===== src/rtl/serial_pkg.sv =====
// Shared constants for the serial output path: byte width, TX queue depth
// and requester indices used by the serial_tx_arbiter.
package serial_pkg;

    localparam int SERIAL_W      = 8;
    localparam int TX_FIFO_DEPTH = 4;

    localparam int REQ_CPU = 0;
    localparam int REQ_DBG = 1;

    typedef enum logic {
        GRANT_CPU = 1'b0,
        GRANT_DBG = 1'b1
    } grant_e;

endpackage


===== src/rtl/sync_fifo.sv =====
// Single-clock FIFO with combinational head read (pop_data shows the oldest
// entry) and an occupancy count; push on full and pop on empty are ignored.
module sync_fifo #(
    parameter int DATA_W = 8,
    parameter int DEPTH  = 4,
    localparam int CNT_W = $clog2(DEPTH) + 1,
    localparam int PTR_W = $clog2(DEPTH)
) (
    input  logic              clock,
    input  logic              reset,
    input  logic              push,
    input  logic [DATA_W-1:0] push_data,
    input  logic              pop,
    output logic [DATA_W-1:0] pop_data,
    output logic [CNT_W-1:0]  count,
    output logic              full,
    output logic              empty
);

    localparam logic [CNT_W-1:0] CNT_ONE = CNT_W'(1);
    localparam logic [PTR_W-1:0] PTR_ONE = PTR_W'(1);

    logic [DATA_W-1:0] mem [DEPTH];
    logic [PTR_W-1:0]  wr_ptr;
    logic [PTR_W-1:0]  rd_ptr;
    logic              do_push;
    logic              do_pop;

    assign full     = (count == CNT_W'(DEPTH));
    assign empty    = (count == '0);
    assign do_push  = push && !full;
    assign do_pop   = pop && !empty;
    assign pop_data = mem[rd_ptr];

    // NOTE: all sequential state uses non-blocking assignments so every register samples pre-edge values.
    always_ff @(posedge clock) begin
        if (reset) begin
            wr_ptr <= '0;
            rd_ptr <= '0;
            count  <= '0;
        end else begin
            if (do_push) wr_ptr <= wr_ptr + PTR_ONE;
            if (do_pop)  rd_ptr <= rd_ptr + PTR_ONE;
            case ({do_push, do_pop})
                2'b10:   count <= count + CNT_ONE;
                2'b01:   count <= count - CNT_ONE;
                default: count <= count;
            endcase
        end
    end

    // NOTE: the storage array is deliberately not reset; pointers and count alone define which entries are valid.
    always_ff @(posedge clock) begin
        if (do_push) mem[wr_ptr] <= push_data;
    end

endmodule


===== src/rtl/serial_tx_arbiter.sv =====
// Round-robin arbiter sharing the serial output port between the CPU store
// path and the debug printer, with a small queue and registered output strobe.
module serial_tx_arbiter
    import serial_pkg::*;
#(
    parameter int DATA_W = SERIAL_W,
    parameter int DEPTH  = TX_FIFO_DEPTH,
    parameter int CNT_W  = $clog2(DEPTH) + 1
) (
    input  logic              clock,
    input  logic              reset,
    input  logic              req0_valid,
    input  logic [DATA_W-1:0] req0_data,
    output logic              req0_ready,
    input  logic              req1_valid,
    input  logic [DATA_W-1:0] req1_data,
    output logic              req1_ready,
    input  logic              serial_ready_in,
    output logic [DATA_W-1:0] serial_out,
    output logic              serial_wren_out,
    output logic [CNT_W-1:0]  fifo_count,
    output logic              idle
);

    logic [1:0]        valid;
    logic [1:0]        grant;
    grant_e            last_grant;
    logic              push;
    logic              pop;
    logic [DATA_W-1:0] push_data;
    logic [DATA_W-1:0] head_data;
    logic              full;
    logic              empty;

    assign valid[REQ_CPU] = req0_valid;
    assign valid[REQ_DBG] = req1_valid;

    // NOTE: grant gets its default before any branch so no path leaves it unassigned (no latch).
    always_comb begin
        grant = '0;
        if (!reset && !full) begin
            if (valid[REQ_CPU] && valid[REQ_DBG]) begin
                if (last_grant == GRANT_CPU) grant[REQ_DBG] = 1'b1;
                else                         grant[REQ_CPU] = 1'b1;
            end else begin
                grant = valid;
            end
        end
    end

    assign req0_ready = grant[REQ_CPU];
    assign req1_ready = grant[REQ_DBG];
    assign push       = |grant;
    assign push_data  = grant[REQ_DBG] ? req1_data : req0_data;
    // No pass-through: a byte pushed this edge is only poppable from the next edge on.
    assign pop        = !reset && !empty && serial_ready_in;

    always_ff @(posedge clock) begin
        if (reset) begin
            last_grant      <= GRANT_DBG;
            serial_out      <= '0;
            serial_wren_out <= 1'b0;
        end else begin
            if (push) last_grant <= grant[REQ_DBG] ? GRANT_DBG : GRANT_CPU;
            if (pop) begin
                serial_out      <= head_data;
                serial_wren_out <= 1'b1;
            end else begin
                serial_wren_out <= 1'b0;
            end
        end
    end

    sync_fifo #(
        .DATA_W (DATA_W),
        .DEPTH  (DEPTH)
    ) u_fifo (
        .clock     (clock),
        .reset     (reset),
        .push      (push),
        .push_data (push_data),
        .pop       (pop),
        .pop_data  (head_data),
        .count     (fifo_count),
        .full      (full),
        .empty     (empty)
    );

    assign idle = (fifo_count == '0) && !serial_wren_out;

endmodule


===== config.mk =====
export PLATFORM = sky130hd
export DESIGN_NAME = serial_tx_arbiter
export DESIGN_NICKNAME = d
export VERILOG_FILES = /design/src/rtl/serial_pkg.sv /design/src/rtl/sync_fifo.sv /design/src/rtl/serial_tx_arbiter.sv
export SDC_FILE = /design/constraint.sdc
export NUM_CORES = 1
export LEC_CHECK = 0
export CORE_MARGIN = 10
export CORE_UTILIZATION = 41
export CTS_CLUSTER_DIAMETER = 200
export DETAILED_ROUTE_END_ITERATION = 8
export PLACE_DENSITY = 0.71
export SLEW_MARGIN = 20
export SYNTH_ARGS = -nofsm -noshare
export SYNTH_HDL_FRONTEND = slang
export SYNTH_SLANG_ARGS = --single-unit

===== constraint.sdc =====
create_clock -name clock -period 2.7 [get_ports clock]
set_input_delay 0.54 -clock clock [delete_from_list [all_inputs] [get_ports clock]]
set_output_delay 0.54 -clock clock [all_outputs]
set_load 0.03 [all_outputs]

Fig. 1: run 1, where the registers sit
Drawn at 3 px/um.
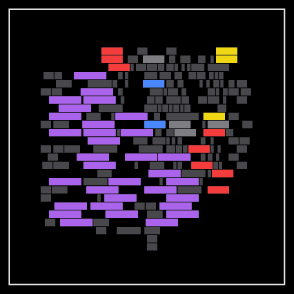
colour	name in the netlist	flops
purple	u_fifo.mem	32
red	serial_out	8
yellow	u_fifo.count	3
blue	u_fifo.wr_ptr	2
not coloured	4
Final Util: 54.4%
fraction of area in registers: 49.6%
Seq power: 0.934 mW
Reg area: 1300 um^2

Fig. 2: run 1, signal wires by layer
Drawn at 4 px/um.
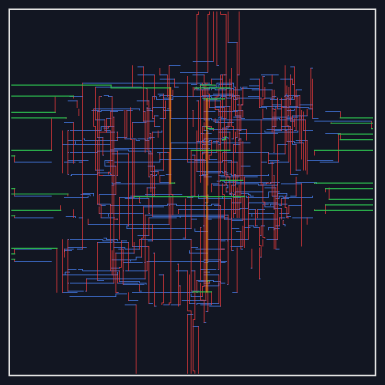
colour	layer	wire length
orange	M4	72.1 um
red	M2	2270 um
blue	M1	1610 um
green	M3	314 um
GRT Util Overall: 10.3%
Post-Route WL: 4.26 mm
Avg WL per Cell: 16.7 um
total number of vias: 1304

Fig. 3: run 1, the clock network
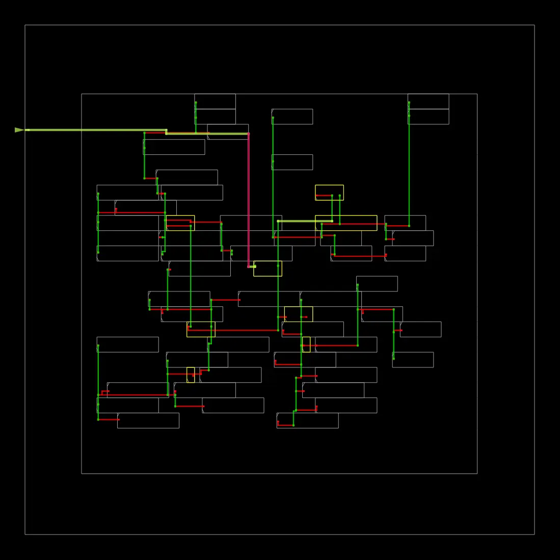
Fin Clk Skew: 0.00361 ns
clk sink count: 49
flop count: 49
CTS buffer count: 5

==> run 1: power groups by stage <==
stage / clock, mW / sequential, mW / combinational (mW)
2_1_floorplan: 0 / 0.974 / 0.247
3_3_place_gp: 0 / 0.946 / 0.426
4_1_cts: 0.505 / 0.938 / 0.445
5_1_grt: 0.532 / 0.946 / 0.474
3_5_place_dp: 0 / 0.955 / 0.442
6_report: 0.493 / 0.934 / 0.440
==> run 1: metal layers <==
metal	wire, um	GRT usage [%]
met1	1610	10.3
met4	72	3.92
met2	2270	18.7
met5	0	0
met3	314	4.36
==> run 1: cells in the mapped netlist (2+ instances only) <==
library cell	number
and2_1	4
xor2_1	2
mux2_4	8
nor2_1	7
clkbuf_1	5
nand2_1	17
edfxtp_1	32
o21ai_0	2
or3_1	2
dfxtp_1	17
mux4_2	8
o31ai_1	2
inv_1	8
ha_1	5
a21oi_1	11
==> run 1: critical path: stages <==
cell and delay, ns:
clkdlybuf4s50_1 0.43, or2_2 0.32, and3_1 0.20, inv_1 0.05, ha_1 0.15, inv_1 0.05, fa_1 0.37, xor2_1 0.15
or3_1 0.31, a21oi_1 0.15
==> run 1: how the worst min path moves through the flow <==
stage | startpoint | end | slack, ns | cells after the start
finish | serial_out[2] | serial_out[2] | 0.45 | 2
global route | serial_out[2] | serial_out[2] | 0.48 | 2
floorplan | last_grant | last_grant | 0.48 | 1
CTS | serial_out[2] | serial_out[2] | 0.46 | 2
global placement | serial_out[0] | serial_out[0] | 0.44 | 2
detailed placement | serial_out[2] | serial_out[2] | 0.45 | 2
==> impl_metrics.ini, run 1 <==
; physical design summary
[timing]
hold_ws_ns = 0.454
setup_slack_ns = 0.199
tightestPinTransition_ns = 0.640
setup_viol = 0
maxSlewViolCount = 0
rsz0062_at_grt = no
relSlewSlack_pct = 57.3
period_used_pct = 92.6
final_hold_viol_count = 0
fmax_mhz = 400
finalCriticalPeriod_ns = 2.50
finalSetupTns_ns = 0

[power_and_ir_drop]
p_switching_mw = 0.506
total_power_mw = 1.87
pwr-share-comb_pct = 23.6
p_int_mw = 1.36
power.density_nw_per_um2 = 712
pwr-share-seq_pct = 50.0
clockPowerShare_pct = 26.4
ir_worst_vdd_v = 0.000400
power.share.switching_pct = 27.1
cellLeakagePower_nw = 0.917

[job]
warnings = 29

[finish]
layout.area.comb_um2 = 709
largest_reg_flops = 32
layout.cells.most_common = clkdlybuf4s50_1
nets = 214
finish.instance_area_um2 = 2620
fill_cells = 422
buffer_area_share_pct = 14.9
largest_register = u_fifo.mem
diodes = 0
logic_gates = 82
layout-drive-gt1-share_pct = 17.6
clkbuf_count = 6
comb_area_share_pct = 27.1
areaGrowthSynthToFinish_pct = 26.1
nNonClkBuffers = 41
final_layout_top_logic_cells = clkdlybuf4s50_1 (33), edfxtp_1 (32), nand2_1 (17), dfxtp_1 (17), a21oi_1 (11)
num-nonclk-inverters = 8
reg_top3 = u_fifo.mem: 32 flops, serial_out: 8 flops, u_fifo.count: 3 flops
instances_no_fill = 255
largest_class = registers
clock_area_share_pct = 4.06

[synth]
synthTopCellsByArea = edfxtp_1 (46%), dfxtp_1 (16%), mux4_2 (8.7%)
synth_top_flop_cell = edfxtp_1
synth_area_um2 = 2080
simple_gate_share_pct = 8.97
yosysTopAreaCell = edfxtp_1
ys_sh_aoi_pct = 5.48
synthesis.nets = 174
ys_types = 32
yosysCellCount = 147
yosysWarnings = 0
synth_cells = 147
top_logic_kind = multiplexers
synthAdderAreaFrac_pct = 3.97
ys_seq_share_pct = 62.6
ys_ff = 49
xor_share_pct = 1.26
avgSynthCellArea_um2 = 14.1
ys_chip_area_um2 = 2080
edf_count = 32
ys_sh_mux_pct = 14.4
synthArstFlopShare_pct = 0
top_cell_area_share_pct = 46.2

[clock_network]
path_clk_slew_ns = 0.08
hold_buffers = 0
cts_buffer_depth = 2
htreeDepth = 2
cts-root-buf = clkbuf_8
cts_resized = 0
cts_tree = done

[floorplanning]
core_area_um2 = 4820
die_w_um = 91.2
dieHeight_um = 91.2
initCoreUtil_pct = 43.2
num_rows = 25
n_tap_cell = 67
io_pins = 36

[global_route]
grt-ovfl-total = 0
grt_pass1_vias = 1436
grt_pass1_wl_mm = 6.94
grt_max_degree = 18
antenna_found_initial = 0

[placement]
dp_slack_ns = -0.0917
hpwl_mm = 3.16
dp.cells = 247
gp_congestion = 0.745
placed_area_um2 = 2510

[setup_path]
crit_path_end_kind = register
required_ns = 2.92
reg2reg_setup_slack_ns = 0.31
r2r-end = u_fifo.count[2]
crit_end = u_fifo.count[2]
crit_type = in -> reg
startpoint = req1_valid
startpoint_type = input pin
reg2regPathDepth = 9
worst_ep_arrival_time_ns = 2.72
rr_startpoint = u_fifo.count[2]

[routing]
drc = 0
drt_iter0_markers = 105
viasPerCell = 5.11

[min_path]
hold_class = reg -> reg

[run_status]
run_status = finished, final reports clean
==> run 2, diff against run 1 <==
--- a/config.mk
+++ b/config.mk
@@ -10,7 +10,7 @@
 export CTS_CLUSTER_DIAMETER = 200
 export DETAILED_ROUTE_END_ITERATION = 8
 export PLACE_DENSITY = 0.71
-export SLEW_MARGIN = 20
+export SLEW_MARGIN = 30
 export SYNTH_ARGS = -nofsm -noshare
 export SYNTH_HDL_FRONTEND = slang
 export SYNTH_SLANG_ARGS = --single-unit
Fig. 4: run 2, where the registers sit
Drawn at 3 px/um.
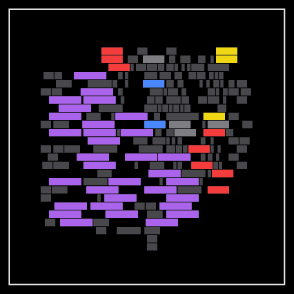
colour	name in the netlist	flops
yellow	u_fifo.count	3
purple	u_fifo.mem	32
red	serial_out	8
blue	u_fifo.wr_ptr	2
not coloured	4

Fig. 5: run 2, the clock network
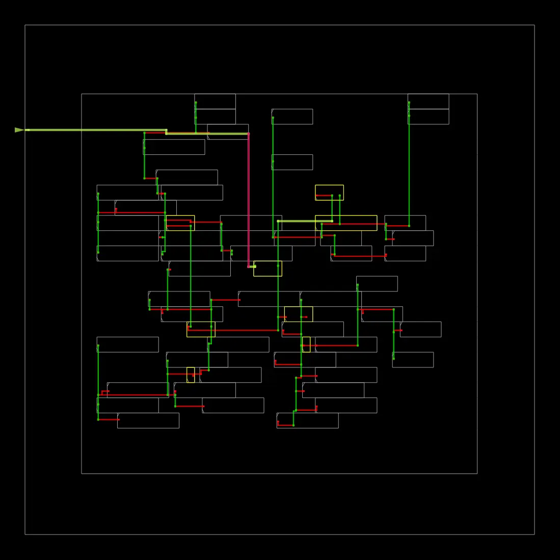
clkbuf count: 6
clk latency late pin: 0.29 ns
Clk power: 0.493 mW

==> run 2 against run 1 <==
Net effect: non-clock buffer count did not move; cell area did not move; combinational power barely moved; worst setup slack did not move; area after synthesis did not move; largest cell class unchanged; die area did not move; highest routed layer unchanged; utilization did not move; synthesized cell count did not move; critical endpoint unchanged; wire length did not move; via count did not move; sequential share of layout area did not move; first-iteration DRC count did not move.
==> impl_metrics.ini, run 2 <==
; physical design summary
[setup_path]
reg2regPathDepth = 9
required_ns = 2.92
worstPathMaxFanout = 2
crit_type = in -> reg
cpLargestDelayFamily = simple AND/OR/NAND/NOR gates
critPathMaxStageDelay_ns = 0.43
reg2reg_setup_slack_ns = 0.31
worst-path-stages = 10
crit_path_end_kind = register
startpoint = req1_valid
r2r-end = u_fifo.count[2]
worst_ep_arrival_time_ns = 2.72
startpoint_type = input pin
crit_end = u_fifo.count[2]
worst-path-buf-inv = 3
rr_startpoint = u_fifo.count[2]
path_cells = clkdlybuf4s50_1, or2_2, and3_1, inv_1, ha_1, inv_1, fa_1, xor2_1, or3_1, a21oi_1
crit_top_cell = inv_1
cp_slowest_cell = clkdlybuf4s50_1

[clock_network]
cts-root-buf = clkbuf_8
hold_buffers = 0
path_clk_slew_ns = 0.08
cts_buffers = 5
cts_buffer_depth = 2
cts_tree = done
htreeDepth = 2
postCtsSetupRepairBufs = 0
cts_resized = 0
cts_sinks = 49

[job]
warnings = 29
max_cap_violations = 0

[routing]
wl_per_cell_um = 16.7
num_vias = 1304
drc = 0
drt_iter0_markers = 105
viasPerCell = 5.11
first_pass_iters = 4
routed_wl_mm = 4.26

[global_route]
grt_pass1_vias = 1436
grt_pass1_wl_mm = 6.94
antenna_found_initial = 0
grt-ovfl-total = 0
grt_usage_pct = 10.3
grt_max_degree = 18

[synth]
ys_sh_aoi_pct = 5.48
synth_top_flop_cell = edfxtp_1
top_logic_kind = multiplexers
edf_count = 32
synthesis.nets = 174
ys_sh_mux_pct = 14.4
ys_seq_share_pct = 62.6
yosysWarnings = 0
ys_ff = 49
synthAdderAreaFrac_pct = 3.97
synth_area_um2 = 2080
simple_gate_share_pct = 8.97
synth_cells = 147
yosysMostFrequentCell = edfxtp_1
avgSynthCellArea_um2 = 14.1
yosysCellCount = 147
xor_share_pct = 1.26
synthTopCellsByArea = edfxtp_1 (46%), dfxtp_1 (16%), mux4_2 (8.7%)
top_cell_area_share_pct = 46.2
yosysTopAreaCell = edfxtp_1
top_cells_by_count = edfxtp_1 (32), dfxtp_1 (17), nand2_1 (17)
ys_types = 32
ys_chip_area_um2 = 2080
synthArstFlopShare_pct = 0

[floorplanning]
initCoreUtil_pct = 43.2
dieHeight_um = 91.2
die_w_um = 91.2
num_rows = 25
core_area_um2 = 4820
io_pins = 36
die_area_um2 = 8320

[finish]
layout-drive-gt1-share_pct = 17.6
largest_register = u_fifo.mem
reg_top3 = u_fifo.mem: 32 flops, serial_out: 8 flops, u_fifo.count: 3 flops
diodes = 0
areaGrowthSynthToFinish_pct = 26.1
largest_reg_flops = 32
fin_util_pct = 54.4
final_layout_top_logic_cells = clkdlybuf4s50_1 (33), edfxtp_1 (32), nand2_1 (17), dfxtp_1 (17), a21oi_1 (11)
nets = 214
finish.instance_area_um2 = 2620

[timing]
finalSetupTns_ns = 0
relSlewSlack_pct = 57.3
maxSlewViolCount = 0
rsz0062_at_grt = no
fin_skew_ns = 0.00361
period_used_pct = 92.6
setup_viol = 0
fmax_mhz = 400
tightestPinTransition_ns = 0.640
hold_ws_ns = 0.454
finalCriticalPeriod_ns = 2.50
final_hold_viol_count = 0

[power_and_ir_drop]
power.density_nw_per_um2 = 712
total_power_mw = 1.87
cellLeakagePower_nw = 0.917
ir_worst_vdd_v = 0.000400

[placement]
gp_congestion = 0.745
placed_area_um2 = 2510
hpwl_mm = 3.16
io_buffer_count = 35

[min_path]
hold_class = reg -> reg

[run_status]
run_status = finished, final reports clean
Fig. 6: run 2, gate-type map
Drawn at 4 px/um.
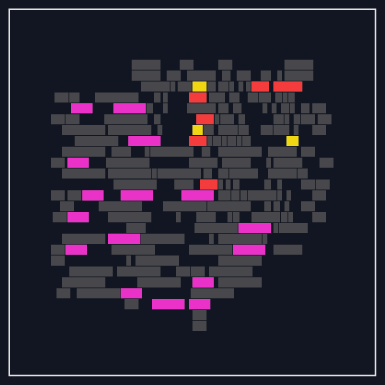
colour	family	cells
red	fa/ha/maj cells	6
yellow	non-inverting ao/oa cells	3
magenta	mux cells	16
most instantiated logic cell after routing: clkdlybuf4s50_1
logic share of the area: 27.1%
fin cells: 255

## run 2: cell counts after synthesis
Identical to the previous run, type by type.
## run 2: tightest hold or removal path, cell delays in order, from the launching register on
cell     delay, ns
dfxtp_1       0.31
nand2_1       0.05
a21oi_1       0.05
## run 2: area by class of cell
type                    instances  area (um^2)
clock buffers                   6         72.6
clock inverters                 2         33.8
fillers                       422         2200
inverters                       8         30.0
multi-input cells              82          709
flip-flops and latches         49         1300
well taps                      67         83.8
repair buffers                 41          390
## run 2: stage by stage
step                      setup WS, ns  instances
after floorplan                  0.136        147
after global placement        0.000383        247
after detailed placement       -0.0917        247
after CTS                        0.209        255
after global routing            0.0788        255
final                            0.199        255
## run 2: worst min path at each step
stage	start	endpoint	slack, ns	cells after the start
6_report	serial_out[2]	serial_out[2]	0.45	2
5_1_grt	serial_out[2]	serial_out[2]	0.48	2
4_1_cts	serial_out[2]	serial_out[2]	0.46	2
3_5_place_dp	serial_out[2]	serial_out[2]	0.45	2
3_3_place_gp	serial_out[0]	serial_out[0]	0.44	2
2_1_floorplan	last_grant	last_grant	0.48	1
## run 2: cell families (layout without fill, tap and decap cells)
kind of cell    after synthesis  after routing
xor+xnor                      3              3
buf+inv                      16             57
fa+ha+maj                     6              6
flops                        49             49
simple gates                 38             38
mux                          16             16
compound gates               19             19
## run 2: report_power, final
group | switching (mW) | internal [mW]
Combinational | 0.228 | 0.212
Clock | 0.219 | 0.273
Sequential | 0.0594 | 0.875
## run 2: layer usage
| metal | wire, um | GRT usage [%] | vias to the layer above |
|---|---|---|---|
| met1 | 1610 | 10.3 | 644 |
| met4 | 72 | 3.92 | 0 |
| met3 | 314 | 4.36 | 5 |
| met2 | 2270 | 18.7 | 46 |
| met5 | 0 | 0 | - |
| li1 | - | - | 609 |
Power figures rest on the tool's default switching activity, not on a simulated workload.
